Fig. 1: cells by drive strength
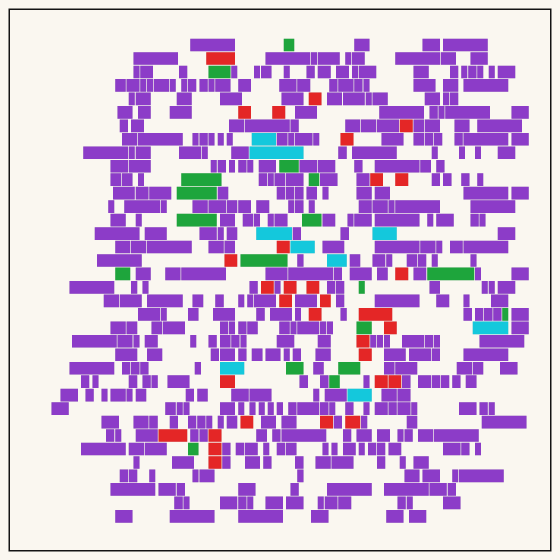
Fig. 2: I/O nets highlighted
Scale bar: 20 um.
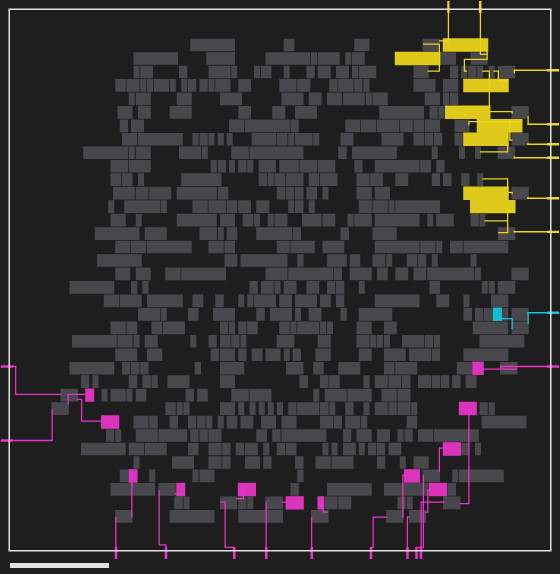
Fig. 3: cell placement
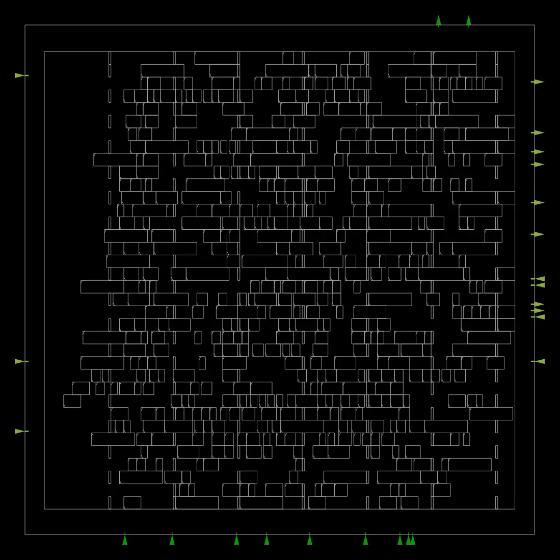
Fig. 4: placed cells, one colour a class
Fill, decap, tap and diode cells in grey.
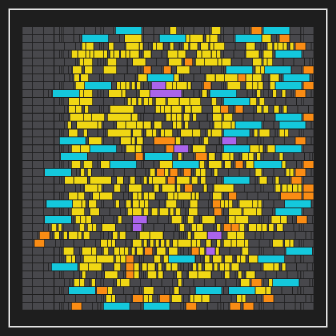
Fig. 5: metal layers overlaid
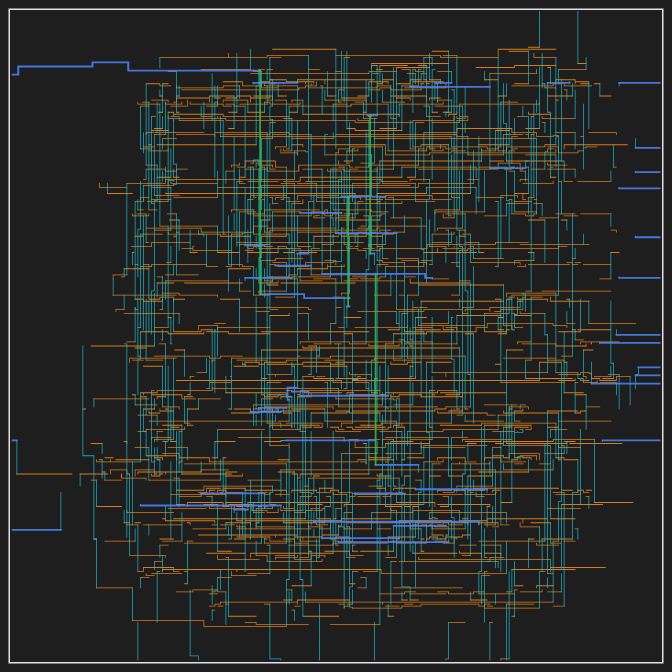
===== config.mk =====
export PLATFORM = sky130hd
export DESIGN_NAME = de_lugish_exponential_flat
export DESIGN_NICKNAME = d
export VERILOG_FILES = /design/src/rtl/de_lugish_exponential_pkg.sv /design/src/rtl/de_lugish_exponential_if.sv /design/src/rtl/de_lugish_exponential_lut.sv /design/src/rtl/de_lugish_exponential.sv /design/src/flat_wrapper.sv
export SDC_FILE = /design/constraint.sdc
export NUM_CORES = 1
export LEC_CHECK = 0
export CAP_MARGIN = 20
export CELL_PAD_IN_SITES_DETAIL_PLACEMENT = 0
export CELL_PAD_IN_SITES_GLOBAL_PLACEMENT = 1
export CORE_MARGIN = 4
export CORE_UTILIZATION = 40
export CTS_CLUSTER_DIAMETER = 60
export DETAILED_ROUTE_END_ITERATION = 7
export HOLD_SLACK_MARGIN = 0.06
export PLACE_DENSITY = 0.75
export SYNTH_ARGS = -nofsm -noshare
export SYNTH_HDL_FRONTEND = slang
export SYNTH_SLANG_ARGS = --single-unit

===== constraint.sdc =====
create_clock -name clk -period 3.8 [get_ports clk]
set_clock_uncertainty 0.15 [all_clocks]
set_input_delay 0.38 -clock clk [delete_from_list [all_inputs] [get_ports clk]]
set_output_delay 0.38 -clock clk [all_outputs]
set_load 0.01 [all_outputs]

===== src/rtl/de_lugish_exponential_pkg.sv =====
// Shared constants, state type and antilog table for the LNS->linear block.
// Pure declarations; no timing of its own.
// The table is the iteration constant ROM shared with the log block.
package de_lugish_exponential_pkg;

  localparam int X_BITS = 8;
  localparam int Y_BITS = 12;
  localparam int GUARD  = 4;
  localparam int ITER   = X_BITS + 2;

  // Residual carries the input fraction plus guard bits.
  localparam int R_BITS = Y_BITS + GUARD;
  // Accumulator is 1 integer bit plus X_BITS+GUARD fraction bits.
  localparam int A_FRAC = X_BITS + GUARD;
  localparam int A_BITS = A_FRAC + 1;
  // Counter must also hold ITER+1, the "all iterations done" marker.
  localparam int I_BITS = $clog2(ITER + 2);

  localparam logic [A_BITS-1:0] A_ONE = {1'b1, {A_FRAC{1'b0}}};

  typedef enum logic [1:0] {
    IDLE,
    RUN,
    DONE
  } exp_state_t;

  // L[i] = log2(1 + 2^-i), rounded to nearest at R_BITS (16) fraction bits.
  function automatic logic [R_BITS-1:0] exp_lut_value(input logic [I_BITS-1:0] idx);
    logic [R_BITS-1:0] v;
    v = '0;
    case (idx)
      4'd1:    v = 16'd38336;
      4'd2:    v = 16'd21098;
      4'd3:    v = 16'd11136;
      4'd4:    v = 16'd5732;
      4'd5:    v = 16'd2909;
      4'd6:    v = 16'd1466;
      4'd7:    v = 16'd736;
      4'd8:    v = 16'd369;
      4'd9:    v = 16'd184;
      4'd10:   v = 16'd92;
      default: v = '0;
    endcase
    return v;
  endfunction

endpackage


===== src/rtl/de_lugish_exponential_if.sv =====
// Producer/consumer handshake bundle for the antilog block.
// No latency; wires only.
// Transfers occur when valid and enable are both high.
interface de_lugish_exponential_if;
  import de_lugish_exponential_pkg::*;

  logic [Y_BITS-1:0] data_in;
  logic              data_in_valid;
  logic              data_in_enable;
  logic [X_BITS-1:0] data_out;
  logic              data_out_valid;
  logic              data_out_enable;

  modport master (
    output data_in, data_in_valid, data_out_enable,
    input  data_in_enable, data_out, data_out_valid
  );

  modport slave (
    input  data_in, data_in_valid, data_out_enable,
    output data_in_enable, data_out, data_out_valid
  );

endinterface


===== src/rtl/de_lugish_exponential_lut.sv =====
// Combinational ROM: iteration index i -> L[i] = log2(1+2^-i).
// Zero latency.
// No flow control; indices outside 1..ITER return 0.
module de_lugish_exp_lut
  import de_lugish_exponential_pkg::*;
(
  input  logic [I_BITS-1:0] idx,
  output logic [R_BITS-1:0] l_val
);

  // Table lookup through the shared package function.
  always_comb begin
    l_val = exp_lut_value(idx);
  end

endmodule


===== src/rtl/de_lugish_exponential.sv =====
// Shift-and-add antilog: f in [0,1) -> 2^f - 1 at X_BITS fraction bits.
// Result valid ITER+1 edges after the accept edge; one operation in flight.
// Input enable drops while busy; the result is held until the consumer takes it.
module de_lugish_exponential
  import de_lugish_exponential_pkg::*;
(
  input logic                    clk,
  input logic                    rst,
  de_lugish_exponential_if.slave bus
);

  localparam int RND_BITS = A_BITS - GUARD + 1;
  localparam logic [RND_BITS-1:0] RND_TWO = RND_BITS'(1) << (X_BITS + 1);

  exp_state_t        state_q, state_d;
  logic [I_BITS-1:0] iter_q, iter_d;
  logic [R_BITS-1:0] res_q, res_d;
  logic [A_BITS-1:0] acc_q, acc_d;
  logic [X_BITS-1:0] dout_q, dout_d;
  logic              dvld_q, dvld_d;

  logic [R_BITS-1:0]   l_val;
  logic [A_BITS-1:0]   acc_shr;
  logic [RND_BITS-1:0] acc_rnd;
  logic                fire;
  logic                in_en;

  de_lugish_exp_lut u_lut (
    .idx  (iter_q),
    .l_val(l_val)
  );

  // Datapath helpers: subtract decision, shifted addend, half-up rounding.
  always_comb begin
    fire    = (res_q >= l_val);
    acc_shr = acc_q >> iter_q;
    acc_rnd = {1'b0, acc_q[A_BITS-1:GUARD]} + RND_BITS'(acc_q[GUARD-1]);
  end

  // Next-state and handshake logic; the counter runs to ITER+1 so the last
  // iteration has settled in acc_q before it is rounded.
  always_comb begin
    state_d = state_q;
    iter_d  = iter_q;
    res_d   = res_q;
    acc_d   = acc_q;
    dout_d  = dout_q;
    dvld_d  = dvld_q;
    in_en   = 1'b0;
    case (state_q)
      IDLE: begin
        in_en = 1'b1;
        if (bus.data_in_valid) begin
          res_d   = {bus.data_in, {GUARD{1'b0}}};
          acc_d   = A_ONE;
          iter_d  = I_BITS'(1);
          state_d = RUN;
        end
      end
      RUN: begin
        if (iter_q == I_BITS'(ITER + 1)) begin
          dout_d  = (acc_rnd >= RND_TWO) ? '1 : acc_rnd[X_BITS-1:0];
          dvld_d  = 1'b1;
          state_d = DONE;
        end else begin
          if (fire) begin
            res_d = res_q - l_val;
            acc_d = acc_q + acc_shr;
          end
          iter_d = iter_q + I_BITS'(1);
        end
      end
      DONE: begin
        if (bus.data_out_enable) begin
          dvld_d  = 1'b0;
          state_d = IDLE;
        end
      end
      default: state_d = IDLE;
    endcase
  end

  // State and datapath registers, cleared asynchronously.
  always_ff @(posedge clk or posedge rst) begin
    if (rst) begin
      state_q <= IDLE;
      iter_q  <= '0;
      res_q   <= '0;
      acc_q   <= '0;
      dout_q  <= '0;
      dvld_q  <= 1'b0;
    end else begin
      state_q <= state_d;
      iter_q  <= iter_d;
      res_q   <= res_d;
      acc_q   <= acc_d;
      dout_q  <= dout_d;
      dvld_q  <= dvld_d;
    end
  end

  // Enable is forced low while reset is held, even though the state is IDLE.
  assign bus.data_in_enable = in_en & ~rst;
  assign bus.data_out       = dout_q;
  assign bus.data_out_valid = dvld_q;

endmodule

===== src/flat_wrapper.sv =====
// flat-port wrapper written by rule: the top's interface ports become plain ports
module de_lugish_exponential_flat import de_lugish_exponential_pkg::*;
  (clk, rst, bus_data_in, bus_data_in_valid, bus_data_out_enable, bus_data_in_enable, bus_data_out, bus_data_out_valid);
  de_lugish_exponential_if bus_i ();
  input logic clk;
  input logic rst;
  input wire logic [$bits(bus_i.data_in)-1:0] bus_data_in;
  input wire logic [$bits(bus_i.data_in_valid)-1:0] bus_data_in_valid;
  input wire logic [$bits(bus_i.data_out_enable)-1:0] bus_data_out_enable;
  output wire logic [$bits(bus_i.data_in_enable)-1:0] bus_data_in_enable;
  output wire logic [$bits(bus_i.data_out)-1:0] bus_data_out;
  output wire logic [$bits(bus_i.data_out_valid)-1:0] bus_data_out_valid;
  assign bus_i.data_in = bus_data_in;
  assign bus_i.data_in_valid = bus_data_in_valid;
  assign bus_i.data_out_enable = bus_data_out_enable;
  assign bus_data_in_enable = bus_i.data_in_enable;
  assign bus_data_out = bus_i.data_out;
  assign bus_data_out_valid = bus_i.data_out_valid;
  de_lugish_exponential u_core (.clk(clk), .rst(rst), .bus(bus_i));
endmodule

==> flow_summary.json <==
{
  "num-multi-input-gates": 402,
  "critPathMaxStageDelay_ps": 450,
  "hold_violations": 0,
  "drt-wirelength-per-cell_um": 16.2,
  "nClkBuffers": 5,
  "nNonClkInverters": 22,
  "log.warning_count": 32,
  "drt-total-wl_um": 10700,
  "track_usage": 0.189,
  "top_area_frac": 0.269,
  "cp.depth": 17,
  "cp.arrival_ps": 3650,
  "hold_buffers": 0,
  "htreeDepth": 2,
  "seq_area_um2": 1100,
  "synth_warnings": 0,
  "place_ws_ps": 108,
  "die_w_um": 109,
  "die_area_um2": 11900,
  "r2r_setup_slack_ps": 220,
  "place.gp.congestion": 0.861,
  "cpLargestDelayFamily": "AND-OR/OR-AND gates",
  "post-route-util": 0.480,
  "path_clk_slew_ps": 100,
  "required_ps": 3870,
  "setup.worst_path.start_class": "flop",
  "clk_latency_ps": 320,
  "fin_setup_tns_ps": 0,
  "critPathLaunch": "u_core.iter_q[1]$_DFFE_PP0P_",
  "worstReg2RegEnd": "u_core.acc_q[12]$_DFFE_PP0P_",
  "top_cells_by_count": "nand2_1, dfrtp_1, nor2_1",
  "ys_seq_frac": 0.269,
  "grt_first_pass_wirelength_um": 17800,
  "ff_count": 44,
  "numSynthFlops": 44,
  "status": "finished, final reports clean",
  "logic_area_um2": 2780,
  "synthCells": 493,
  "comb_share": 0.586,
  "top_cells_by_area": "dfrtp_1, ha_1, nand2_1",
  "dp_hpwl_um": 7910
}
-- Fig. 1 (at the start) --
- red: x3 and x4 (cells 31; share 5.9%)
- cyan: x6 and larger (cells 9; share 1.7%)
- purple: x1 and smaller (cells 471; share 89%)
- green: x2 (cells 18; share 3.4%)
Syn-to-layout area delta: 16.0%
post-route setup slack: 219 ps
Signal buffers: 53
Final Cell Area: 4740 um2

-- Fig. 2 (at the start) --
- cyan: bus_data_in_enable (direction output; end cells 1; wire 11.0 um)
- yellow: bus_data_out (direction output; end cells 8; wire 135 um)
- magenta: bus_data_in (direction input; end cells 12; wire 219 um)
Ports: 26
buffers added on ports: 25

-- Fig. 3 (at the start) --
row cnt: 36
# Taps: 133
fillcell total: 944

-- Fig. 4 (at the start) --
- orange: remaining buffers and delay cells (cells 53; share of their area 11%)
- cyan: sequential cells (cells 44; share of their area 24%)
- yellow: remaining logic cells (cells 424; share of their area 63%)
- purple: clock drivers and dummy loads (cells 8; share of their area 2.5%)
Seq area share: 0.233
core area: 9860 um2

-- Fig. 5 (at the start) --
- blue: M3 (wire length 422 um)
- cyan: M2 (wire length 4640 um)
- orange: M1 (wire length 5560 um)
- green: M4 (wire length 111 um)

repair_timing:
item	in CTS	in global routing
setup endpoints to repair	0	3
setup buffers	0	1
resized	0	7
placed cells by master (no fill, tap or decap), types with 3 or more instances in the layout:
cell type,netlist,final
nand2_1,54,54
nor2_1,44,44
dfrtp_1,44,42
ha_1,38,38
a21oi_1,38,37
o21ai_0,31,30
clkdlybuf4s50_1,0,25
buf_4,3,25
nand3_1,19,19
xnor2_1,18,18
inv_1,19,18
mux2i_1,18,18
a22o_1,15,15
a21o_1,12,12
nor3_1,10,10
nand2b_1,9,9
a31oi_1,9,9
xor2_1,6,6
nand4_1,5,5
o21ai_1,4,5
a211oi_1,5,5
clkbuf_8,0,5
o21bai_1,4,4
nor2b_1,4,4
o21a_1,4,4
o22ai_1,4,4
o22a_1,4,4
and3_1,3,3
and2_1,3,3
o31a_1,3,3
mux4_2,3,3
or2_2,3,3
kinds of logic (layout without fill, tap and decap cells):
group / after synthesis / count (layout) / share of synthesized area
compound gates: 150 / 150 / 0.242
xor+xnor: 24 / 24 / 0.0514
fa+ha+maj: 40 / 40 / 0.126
buf+inv: 47 / 83 / 0.0533
mux: 23 / 23 / 0.0661
simple gates: 165 / 165 / 0.192
flops: 44 / 44 / 0.269
layer usage:
metal	part of all wire	wire [um]	up-vias	track usage
li1	-	-	1858	-
met1	0.52	5560	1759	0.277
met2	0.43	4640	84	0.293
met3	0.039	422	9	0.0272
met4	0.010	110	0	0.0460
met5	0	0	-	0
flip-flops by register name, indices dropped and copies added, names as in the netlist:
| name | flops |
|---|---|
| u_core.res_q | 16 |
| u_core.acc_q | 13 |
| u_core.bus.data_out_valid | 1 |
| u_core.state_q | 2 |
| u_core.bus.data_out | 8 |
| u_core.iter_q | 4 |
